File: src/rtl/jk_pkg.sv
// Shared mode encoding for the JK register bank and its users.
package jk_pkg;

    typedef logic [1:0] jk_mode_t;

    localparam jk_mode_t JK_MODE_JK = 2'b00;
    localparam jk_mode_t JK_MODE_UP = 2'b01;
    localparam jk_mode_t JK_MODE_DN = 2'b10;
    localparam jk_mode_t JK_MODE_LD = 2'b11;

endpackage

File: src/rtl/jk_cell.sv
// Single JK flip-flop with synchronous active-low reset to a per-bit value.
module jk_cell (
    input  logic clk,
    input  logic rst_n,
    input  logic rst_val,
    input  logic en,
    input  logic j,
    input  logic k,
    output logic q,
    output logic q_bar
);

    // NOTE: state registers use non-blocking assignments so every cell in
    // the bank samples the pre-edge q of its neighbours.
    always_ff @(posedge clk) begin
        if (!rst_n) begin
            q <= rst_val;
        end else if (en) begin
            case ({j, k})
                2'b10:   q <= 1'b1;
                2'b01:   q <= 1'b0;
                2'b11:   q <= ~q;
                default: q <= q;
            endcase
        end
    end

    assign q_bar = ~q;

endmodule

File: src/rtl/jk_reg_bank.sv
// WIDTH-bit JK register bank: per-bit JK, up/down counting via toggle chains,
// and parallel load. Define JKREG_SAT_EN to make the counters saturate.
module jk_reg_bank
    import jk_pkg::*;
#(
    parameter int               WIDTH     = 8,
    parameter logic [WIDTH-1:0] RESET_VAL = '0
) (
    input  logic             clk,
    input  logic             rst_n,
    input  logic             en,
    input  logic [1:0]       mode,
    input  logic [WIDTH-1:0] j,
    input  logic [WIDTH-1:0] k,
    output logic [WIDTH-1:0] q,
    output logic [WIDTH-1:0] q_bar,
    output logic             tc,
    output logic             changed
);

    jk_mode_t         mode_s;
    logic [WIDTH-1:0] up_carry;
    logic [WIDTH-1:0] dn_carry;
    logic [WIDTH-1:0] eff_j;
    logic [WIDTH-1:0] eff_k;
    logic [WIDTH-1:0] q_next;
    logic             all_ones;
    logic             all_zero;

    assign mode_s   = jk_mode_t'(mode);
    assign all_ones = &q;
    assign all_zero = ~|q;

    // Bit i toggles when every lower bit is 1 (up) or 0 (down).
    always_comb begin
        up_carry    = '0;
        dn_carry    = '0;
        up_carry[0] = 1'b1;
        dn_carry[0] = 1'b1;
        for (int i = 1; i < WIDTH; i++) begin
            up_carry[i] = up_carry[i-1] & q[i-1];
            dn_carry[i] = dn_carry[i-1] & ~q[i-1];
        end
`ifdef JKREG_SAT_EN
        if (all_ones) up_carry = '0;
        if (all_zero) dn_carry = '0;
`endif
    end

    // NOTE: every signal written here gets a default first so no path
    // through the case can leave one unassigned and infer a latch.
    always_comb begin
        eff_j = '0;
        eff_k = '0;
        case (mode_s)
            JK_MODE_JK: begin eff_j = j;        eff_k = k;        end
            JK_MODE_UP: begin eff_j = up_carry; eff_k = up_carry; end
            JK_MODE_DN: begin eff_j = dn_carry; eff_k = dn_carry; end
            default:    begin eff_j = j;        eff_k = ~j;       end
        endcase
    end

    // Characteristic JK equation, used only to detect a change in q.
    assign q_next = (eff_j & ~q) | (~eff_k & q);

    for (genvar i = 0; i < WIDTH; i++) begin : g_cell
        jk_cell u_cell (
            .clk     (clk),
            .rst_n   (rst_n),
            .rst_val (RESET_VAL[i]),
            .en      (en),
            .j       (eff_j[i]),
            .k       (eff_k[i]),
            .q       (q[i]),
            .q_bar   (q_bar[i])
        );
    end

    assign tc = ((mode_s == JK_MODE_UP) && all_ones) ||
                ((mode_s == JK_MODE_DN) && all_zero);

    // NOTE: reset is synchronous, so it lives inside the clocked branch
    // rather than in the sensitivity list.
    always_ff @(posedge clk) begin
        if (!rst_n) begin
            changed <= 1'b0;
        end else begin
            changed <= en && (q_next != q);
        end
    end

endmodule

File: config.mk
export PLATFORM = sky130hd
export DESIGN_NAME = jk_reg_bank
export DESIGN_NICKNAME = d
export VERILOG_FILES = /design/src/rtl/jk_pkg.sv /design/src/rtl/jk_cell.sv /design/src/rtl/jk_reg_bank.sv
export SDC_FILE = /design/constraint.sdc
export NUM_CORES = 1
export LEC_CHECK = 0
export CELL_PAD_IN_SITES_DETAIL_PLACEMENT = 0
export CELL_PAD_IN_SITES_GLOBAL_PLACEMENT = 1
export CORE_AREA = 2 2 59 61
export DETAILED_ROUTE_END_ITERATION = 10
export DIE_AREA = 0 0 61 63
export PLACE_DENSITY = 0.8
export SYNTH_ARGS = -nofsm -noshare
export SYNTH_HDL_FRONTEND = slang
export SYNTH_SLANG_ARGS = --single-unit
File: constraint.sdc
create_clock -name clk -period 6.6 [get_ports clk]
set_clock_uncertainty 0.05 [all_clocks]
set_input_delay 1.32 -clock clk [delete_from_list [all_inputs] [get_ports clk]]
set_output_delay 1.32 -clock clk [all_outputs]
set_load 0.02 [all_outputs]
==> flow_summary.ini <==
; physical design summary
[yosys]
topCellsByArea = dfxtp_1, buf_4, a21oi_1, ha_1, a211oi_1
postSynthSeqShare_pct = 18.3
top_cell_area_share_pct = 18.3
ys_chip_area_um2 = 986
xor_share_pct = 0
ys_top_cells_by_count = buf_4, inv_1, a21oi_1, dfxtp_1
synthMostInstantiatedCell = buf_4
synth-edff-count = 0
floorplan.nets = 153
ys_sh_mux_pct = 0
flop_cell = dfxtp_1
aoi_share_pct = 38.7

[cells_and_area]
clk_share_pct = 2.03
logic_gate_count = 85
comb_share_pct = 47.0
syn_to_final_growth_pct = 31.2
reg.largest.list = g_cell.u_cell.q (8), changed (1)
buffers = 38
mostFrequentLayoutCell = clkdlybuf4s50_1
drive_gt1_share_pct = 6.12
largest_class = multi-input combinational cells

[floorplanning]
num_rows = 21
die_h_um = 63
initCoreUtil_pct = 30.5

[placed_design]
gp_congestion = 0.848
dpl_worst_slack_ns = 1.68

[global_routing]
grt_use_met2_pct = 23.1
grt_util_met1_pct = 21.8
grt.met3_usage_pct = 2.28
grt_pass1_wl_mm = 4.57

[critical_path]
cp_slowest_cell = clkdlybuf4s50_1
startpoint = mode[0]
critical_path_cell_count = 7
cp_num_buf_inv = 3
r2r_cells = 6
cp_top_family = buffers and inverters

[cts]
cts.sinks = 9
h-tree-depth = 1
clock.latency.late_pin_ns = 0.27
cts-buffers-inserted = 3
cts-resized-gates = 0
cts_root_buf = clkbuf_4
path_clk_slew_ns = 0.07

[hold_path]
hold_path_depth = 2
hold_end = g_cell[4].u_cell.q$_SDFFE_PN0P_
hp-class = register to register

[pwr]
p_clk_uw = 47.0
p_int_uw = 131
total_power_uw = 215
comb_power_uw = 99.3
power_leader = combinational logic
clockPowerShare_pct = 21.9

[routing]
wl_mm = 2.77
wl_met3_um = 227
wl_met2_mm = 1.31
dr.max_layer_used = met4

[timing]
hold_viol_final = 0
rsz0062_at_grt = false
slew_violations = 0
fmax_ghz = 0.204
relSlewSlack_pct = 59.1

[run_status]
status = completed
==> images/drive_strength.png <==
Drawn at 4 px/um.
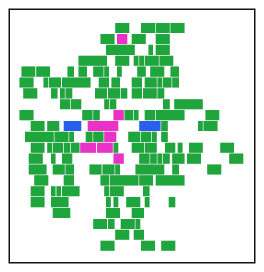
drive 1 or less -> green  # cells 138
drive 2 -> blue  # cells 2
drive 3 to 4 -> magenta  # cells 7

==> images/final_placement.png <==
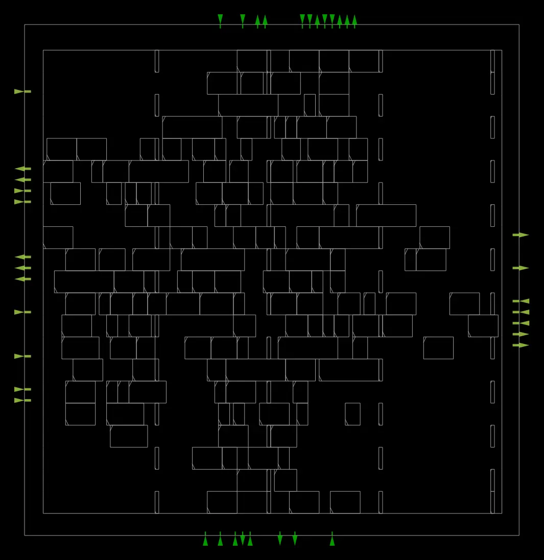
core box area: 0.00323 mm2
Post-Layout Cell Count: 193
sequential share of cell area: 13.9%
Seq cells: 9

==> images/pdn.png <==
Drawn at 8 px/um. Pins as bars on the die edge.
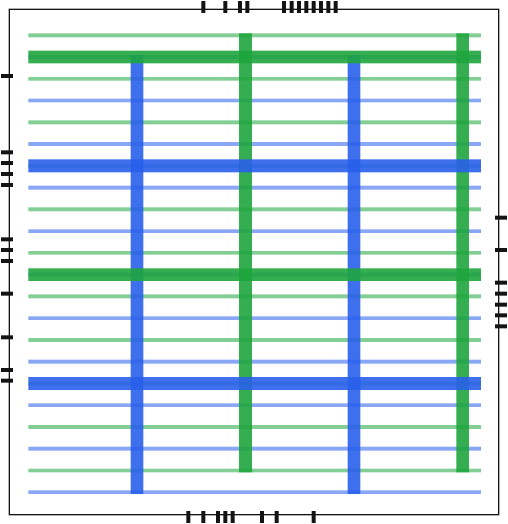
VDD -> green
VSS -> blue
rows = 21
met5 straps = 4
met1 rails = 22
signal pins = 39

==> images/met2.png <==
Drawn at 8 px/um.
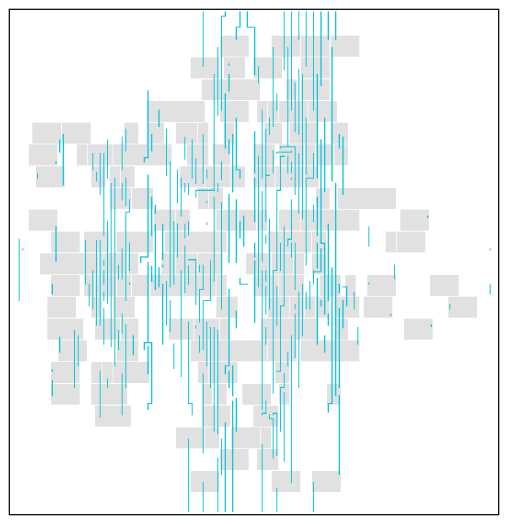
share of all routed wire = 47%
wire length on this layer = 1,310 um

==> images/wire_density.png <==
Drawn at 6 px/um. 12 x 13 tiles, from dark purple (low) to yellow (high), scaled to the fullest tile. Values are wire area over tile area, all layers added.
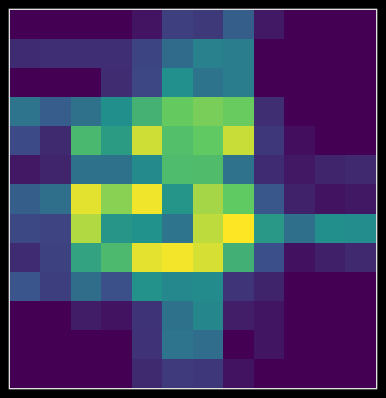
mean over tiles = 0.12
nearly empty tiles = 30%
fullest tile = 0.44
tiles over half the peak = 20%

